`src/rtl/vga_fb_pkg.sv`:
```
`default_nettype none
// +--------------------------------------------------------------------+
// | vga_fb_pkg : shared encodings for the frame-buffer write scheduler |
// | Rev 1.0                                                            |
// +--------------------------------------------------------------------+
package vga_fb_pkg;

  localparam logic [1:0] OP_SET_ADDR  = 2'b00;
  localparam logic [1:0] OP_WRITE     = 2'b01;
  localparam logic [1:0] OP_FILL      = 2'b10;
  localparam logic [1:0] OP_SET_COLOR = 2'b11;

  typedef enum logic [0:0] {
    IDLE = 1'b0,
    FILL = 1'b1
  } sched_state_t;

  localparam int FB_WORDS_640X480  = 640 * 480;
  localparam int FB_WORDS_1024X768 = 1024 * 768;
  localparam int FB_WORDS_1368X768 = 1368 * 768;

endpackage
`default_nettype wire

```
`src/rtl/vga_cmd_fifo.sv`:
```
`default_nettype none
// +--------------------------------------------------------------------+
// | vga_cmd_fifo : synchronous show-ahead command queue                |
// | Rev 1.0                                                            |
// +--------------------------------------------------------------------+
module vga_cmd_fifo #(
  parameter int WIDTH = 21,
  parameter int DEPTH = 16
) (
  input  logic             i_clk,
  input  logic             i_rst,
  input  logic             i_push,
  input  logic             i_pop,
  input  logic [WIDTH-1:0] i_din,
  output logic [WIDTH-1:0] o_dout,
  output logic             o_full,
  output logic             o_empty
);

  localparam int c_AW = $clog2(DEPTH);

  logic [WIDTH-1:0] r_mem [DEPTH];
  logic [c_AW-1:0]  r_wr;
  logic [c_AW-1:0]  r_rd;
  logic [c_AW:0]    r_cnt;
  logic             w_push;
  logic             w_pop;

  assign w_push  = i_push & ~o_full;
  assign w_pop   = i_pop & ~o_empty;
  assign o_full  = (r_cnt == (c_AW+1)'(DEPTH));
  assign o_empty = (r_cnt == '0);
  assign o_dout  = r_mem[r_rd];

  always_ff @(posedge i_clk or posedge i_rst) begin
    if (i_rst) begin
      r_wr  <= '0;
      r_rd  <= '0;
      r_cnt <= '0;
    end else begin
      if (w_push) r_wr <= r_wr + c_AW'(1);
      if (w_pop)  r_rd <= r_rd + c_AW'(1);
      case ({w_push, w_pop})
        2'b10:   r_cnt <= r_cnt + (c_AW+1)'(1);
        2'b01:   r_cnt <= r_cnt - (c_AW+1)'(1);
        default: r_cnt <= r_cnt;
      endcase
    end
  end

  // Storage carries no reset; validity is tracked solely by the pointers.
  always_ff @(posedge i_clk) begin
    if (w_push) r_mem[r_wr] <= i_din;
  end

endmodule
`default_nettype wire

```
`src/rtl/vga_fb_wr_sched.sv`:
```
`default_nettype none
// +--------------------------------------------------------------------+
// | vga_fb_wr_sched : sole driver of the frame-buffer RAM write port   |
// | Rev 1.0                                                            |
// +--------------------------------------------------------------------+
module vga_fb_wr_sched
  import vga_fb_pkg::*;
#(
  parameter int ADDR_W           = 19,
  parameter int DATA_W           = 12,
  parameter int FB_WORDS         = FB_WORDS_640X480,
  parameter int FIFO_DEPTH       = 16,
  parameter int WR_IN_BLANK_ONLY = 0
) (
  input  logic              i_pixel_clk,
  input  logic              i_rst,
  input  logic              i_cmd_valid,
  output logic              o_cmd_ready,
  input  logic [1:0]        i_cmd_op,
  input  logic [ADDR_W-1:0] i_cmd_arg,
  input  logic              i_v_blank,
  output logic              o_fb_we,
  output logic [ADDR_W-1:0] o_fb_waddr,
  output logic [DATA_W-1:0] o_fb_wdata,
  output logic [ADDR_W-1:0] o_wr_ptr,
  output logic              o_busy
);

  localparam logic [ADDR_W-1:0] c_PTR_LAST = ADDR_W'(FB_WORDS - 1);
  localparam logic              c_GATED    = (WR_IN_BLANK_ONLY != 0);

  sched_state_t        r_state, w_state_nx;
  logic [ADDR_W-1:0]   r_ptr, w_ptr_nx;
  logic [ADDR_W-1:0]   r_cnt, w_cnt_nx;
  logic [DATA_W-1:0]   r_color, w_color_nx;
  logic                r_fb_we, w_we;
  logic [ADDR_W-1:0]   r_fb_waddr, w_waddr;
  logic [DATA_W-1:0]   r_fb_wdata, w_wdata;

  logic [ADDR_W+1:0]   w_head;
  logic [1:0]          w_head_op;
  logic [ADDR_W-1:0]   w_head_arg;
  logic                w_empty;
  logic                w_full;
  logic                w_pop;
  logic                w_go;

  function automatic logic [ADDR_W-1:0] f_inc(input logic [ADDR_W-1:0] p);
    return (p == c_PTR_LAST) ? '0 : p + ADDR_W'(1);
  endfunction

  vga_cmd_fifo #(
    .WIDTH (ADDR_W + 2),
    .DEPTH (FIFO_DEPTH)
  ) u_fifo (
    .i_clk   (i_pixel_clk),
    .i_rst   (i_rst),
    .i_push  (i_cmd_valid),
    .i_pop   (w_pop),
    .i_din   ({i_cmd_op, i_cmd_arg}),
    .o_dout  (w_head),
    .o_full  (w_full),
    .o_empty (w_empty)
  );

  assign w_head_op  = w_head[ADDR_W+1:ADDR_W];
  assign w_head_arg = w_head[ADDR_W-1:0];
  assign w_go       = ~c_GATED | i_v_blank;

  always_comb begin
    w_state_nx = r_state;
    w_ptr_nx   = r_ptr;
    w_cnt_nx   = r_cnt;
    w_color_nx = r_color;
    w_pop      = 1'b0;
    w_we       = 1'b0;
    w_waddr    = r_fb_waddr;
    w_wdata    = r_fb_wdata;
    case (r_state)
      IDLE: begin
        if (!w_empty) begin
          case (w_head_op)
            OP_SET_ADDR: begin
              w_ptr_nx = (w_head_arg <= c_PTR_LAST) ? w_head_arg : '0;
              w_pop    = 1'b1;
            end
            OP_SET_COLOR: begin
              w_color_nx = w_head_arg[DATA_W-1:0];
              w_pop      = 1'b1;
            end
            OP_WRITE: begin
              // Held at the queue head until the gate opens.
              if (w_go) begin
                w_we     = 1'b1;
                w_waddr  = r_ptr;
                w_wdata  = w_head_arg[DATA_W-1:0];
                w_ptr_nx = f_inc(r_ptr);
                w_pop    = 1'b1;
              end
            end
            default: begin
              w_pop = 1'b1;
              if (w_head_arg != '0) begin
                w_cnt_nx   = w_head_arg;
                w_state_nx = FILL;
              end
            end
          endcase
        end
      end
      FILL: begin
        if (w_go) begin
          w_we     = 1'b1;
          w_waddr  = r_ptr;
          w_wdata  = r_color;
          w_ptr_nx = f_inc(r_ptr);
          w_cnt_nx = r_cnt - ADDR_W'(1);
          if (r_cnt == ADDR_W'(1)) w_state_nx = IDLE;
        end
      end
      default: w_state_nx = IDLE;
    endcase
  end

  always_ff @(posedge i_pixel_clk or posedge i_rst) begin
    if (i_rst) begin
      r_state <= IDLE;
    end else begin
      r_state <= w_state_nx;
    end
  end

  always_ff @(posedge i_pixel_clk or posedge i_rst) begin
    if (i_rst) begin
      r_ptr      <= '0;
      r_cnt      <= '0;
      r_color    <= '0;
      r_fb_we    <= 1'b0;
      r_fb_waddr <= '0;
      r_fb_wdata <= '0;
    end else begin
      r_ptr      <= w_ptr_nx;
      r_cnt      <= w_cnt_nx;
      r_color    <= w_color_nx;
      r_fb_we    <= w_we;
      r_fb_waddr <= w_waddr;
      r_fb_wdata <= w_wdata;
    end
  end

  assign o_cmd_ready = ~w_full;
  assign o_fb_we     = r_fb_we;
  assign o_fb_waddr  = r_fb_waddr;
  assign o_fb_wdata  = r_fb_wdata;
  assign o_wr_ptr    = r_ptr;
  assign o_busy      = ~w_empty | (r_state == FILL);

endmodule
`default_nettype wire
```
`config.mk`:
```
export PLATFORM = sky130hd
export DESIGN_NAME = vga_fb_wr_sched
export DESIGN_NICKNAME = d
export VERILOG_FILES = /design/src/rtl/vga_fb_pkg.sv /design/src/rtl/vga_cmd_fifo.sv /design/src/rtl/vga_fb_wr_sched.sv
export SDC_FILE = /design/constraint.sdc
export NUM_CORES = 1
export LEC_CHECK = 0
export ABC_AREA = 1
export CAP_MARGIN = 20
export CELL_PAD_IN_SITES_DETAIL_PLACEMENT = 0
export CELL_PAD_IN_SITES_GLOBAL_PLACEMENT = 1
export CORE_UTILIZATION = 30
export CTS_BUF_LIST = sky130_fd_sc_hd__clkbuf_8
export CTS_CLUSTER_DIAMETER = 100
export CTS_CLUSTER_SIZE = 28
export DETAILED_ROUTE_END_ITERATION = 7
export PLACE_DENSITY = 0.51
export SLEW_MARGIN = 20
export SYNTH_ARGS = -nofsm -noshare
export SYNTH_HDL_FRONTEND = slang
export SYNTH_HIERARCHICAL = 1
export SYNTH_SLANG_ARGS = --single-unit
```
`constraint.sdc`:
```
create_clock -name i_pixel_clk -period 4.4 [get_ports i_pixel_clk]
set_input_delay 0.44 -clock i_pixel_clk [delete_from_list [all_inputs] [get_ports i_pixel_clk]]
set_output_delay 0.44 -clock i_pixel_clk [all_outputs]
set_load 0.005 [all_outputs]
```
Figure 1. Wires at chosen ports, followed through buffers.
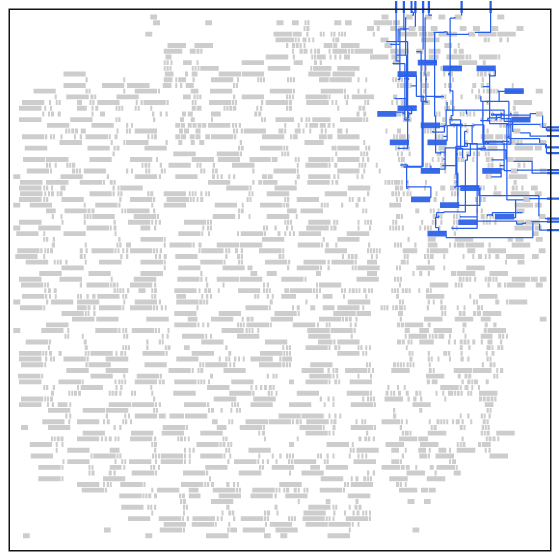
- blue: o_wr_ptr (bits 19; direction output; edge 11 east, 8 north; end cells 19; buffers 19; wire 1720 um)
tally of buffers added on design ports: 76
IO Pins: 78

==> results.json <==
{
  "synth_async_sr_flop_share_pct": 22.2,
  "final_area_sq_mm": 0.0221,
  "max_freq_mhz": 285,
  "finalHoldViolCount": 0,
  "worst_path_max_delay_cell": "dfrtp_4",
  "detailedPlacementHpwl_mm": 33.9,
  "worstSetupStartpointType": "flop",
  "run_status": "finished clean",
  "syn-mean-instance-area_sq_um": 9.42,
  "ys_cells": 2081,
  "synth_adder_area_share_pct": 0.868,
  "clock_tree.root_cell": "clkbuf_8",
  "grt_pass1_vias": 12771,
  "filler_instances": 6667,
  "placer_congestion_estimate": 0.804,
  "diodes": 0,
  "yosys.cell_types.count": 40,
  "cap_viol_max_count": 0,
  "final_layout_size_suffix_gt1_share_pct": 7.00,
  "worst_setup_path_end_kind": "flop"
}
Figure 2. Clock network drawn from the DEF.
The bar under the picture is 100 um long.
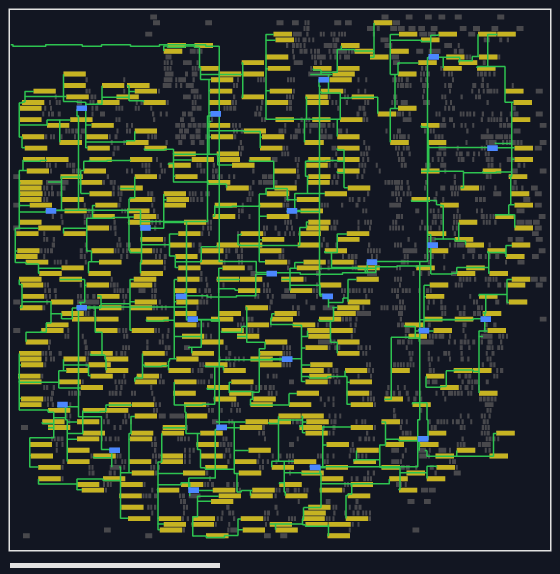
- yellow: flip-flops (count 432)
- blue: cells driving clock nets (count 24)
- green: clock wires (length 5650 um)
- flops lie: all over the die
proportion of power drawn by the clock network: 16.9%
Clock net power: 2.24 mW

==> cell families after synthesis <==
kind of cell / count (synthesis)
buffers and inverters: 298
adder cells (fa/ha/maj): 13
flip-flops: 432
AND/OR/NAND/NOR: 1240
AND-OR/OR-AND: 72
multiplexers: 15
XOR/XNOR: 11
==> sequential cells by signal, indices dropped and copies added (netlist names) <==
name / cells
o_fb_waddr: 19
o_fb_wdata: 12
o_fb_we: 1
o_wr_ptr: 19
r_cnt: 19
r_color: 12
r_state: 1
u_fifo/r_cnt: 5
u_fifo/r_mem: 336
u_fifo/r_rd: 4
u_fifo/r_wr: 4
==> per-layer routing <==
metal	share of wire [%]	vias to the layer above	global-route usage (%)
li1	-	6784	-
met1	46	6434	22.3
met2	50	141	29.1
met3	2.7	47	1.95
met4	1.7	4	2.98
met5	0.043	-	0
==> Yosys cell counts (2+ instances only) <==
cell	n	area (sq um)
xnor2_1	3	26.3
nand4_1	15	93.8
nand3_2	3	30.0
edfxtp_1	336	10100
mux2_2	15	169
nand2_2	12	75.1
buf_2	56	280
buf_1	3	11.3
nor2_4	4	45.0
nor2_2	2	12.5
nor2_1	249	935
nand3b_1	2	15.0
inv_2	7	26.3
a21oi_1	20	100
ha_1	12	150
buf_6	4	45.0
o21ai_1	2	10.0
inv_1	206	773
a31oi_1	12	75.1
nor4_1	2	12.5
buf_4	3	22.5
clkbuf_1	15	56.3
nand2_1	768	2880
nor3_1	8	40.0
clkinv_1	2	7.51
or2_2	4	25.0
o21ai_0	33	165
xor2_1	8	70.1
dfrtp_1	96	2400
nand3_1	169	846
==> worst paths after layout <==
path / startpoint / endpoint / slack [ns] / depth (start not counted)
min reg2reg: r_color[8] / r_color[8] / 0.50 / 2
min in group i_pixel_clk: r_color[8] / r_color[8] / 0.50 / 2
max: u_fifo/r_rd[0] / r_cnt[15] / 0.89 / 15
max in group asynchronous: i_rst / r_color[8] / 3.36 / 3
min: i_rst / u_fifo/r_wr[0] / 0.17 / 2
max reg2reg: u_fifo/r_rd[0] / r_cnt[15] / 0.89 / 15
==> layout by cell type (no fill, tap or decap), drive strengths merged <==
cell,n
nand2,780
edfxtp,336
nor2,255
inv,223
nand3,173
dfrtp,96
clkdlybuf4s50,76
buf,41
o21ai,37
clkbuf,25
a21oi,21
nand4,15
mux2,15
a31oi,12
ha,12
nor3,8
xor2,8
clkinv,5
or2,4
bufinv,3
xnor2,3
nand3b,2
nor4,2
a22oi,1
nor3b,1
o211ai,1
clkinvlp,1
fa,1
==> power by group <==
part           internal, mW  switching (mW)
combinational          1.72            3.68
clock                 0.791            1.45
sequential             5.10           0.472
total                  7.61            5.59
==> area by class of cell <==
cell class,instances,share of cell area (%)
flip-flops and latches,432,56.7
multi-input cells,1351,26.9
repair buffers,117,5.19
well taps,855,4.85
inverters,215,3.68
clock buffers,25,1.56
clock inverters,17,1.17
Power and IR drop assume default switching activity.
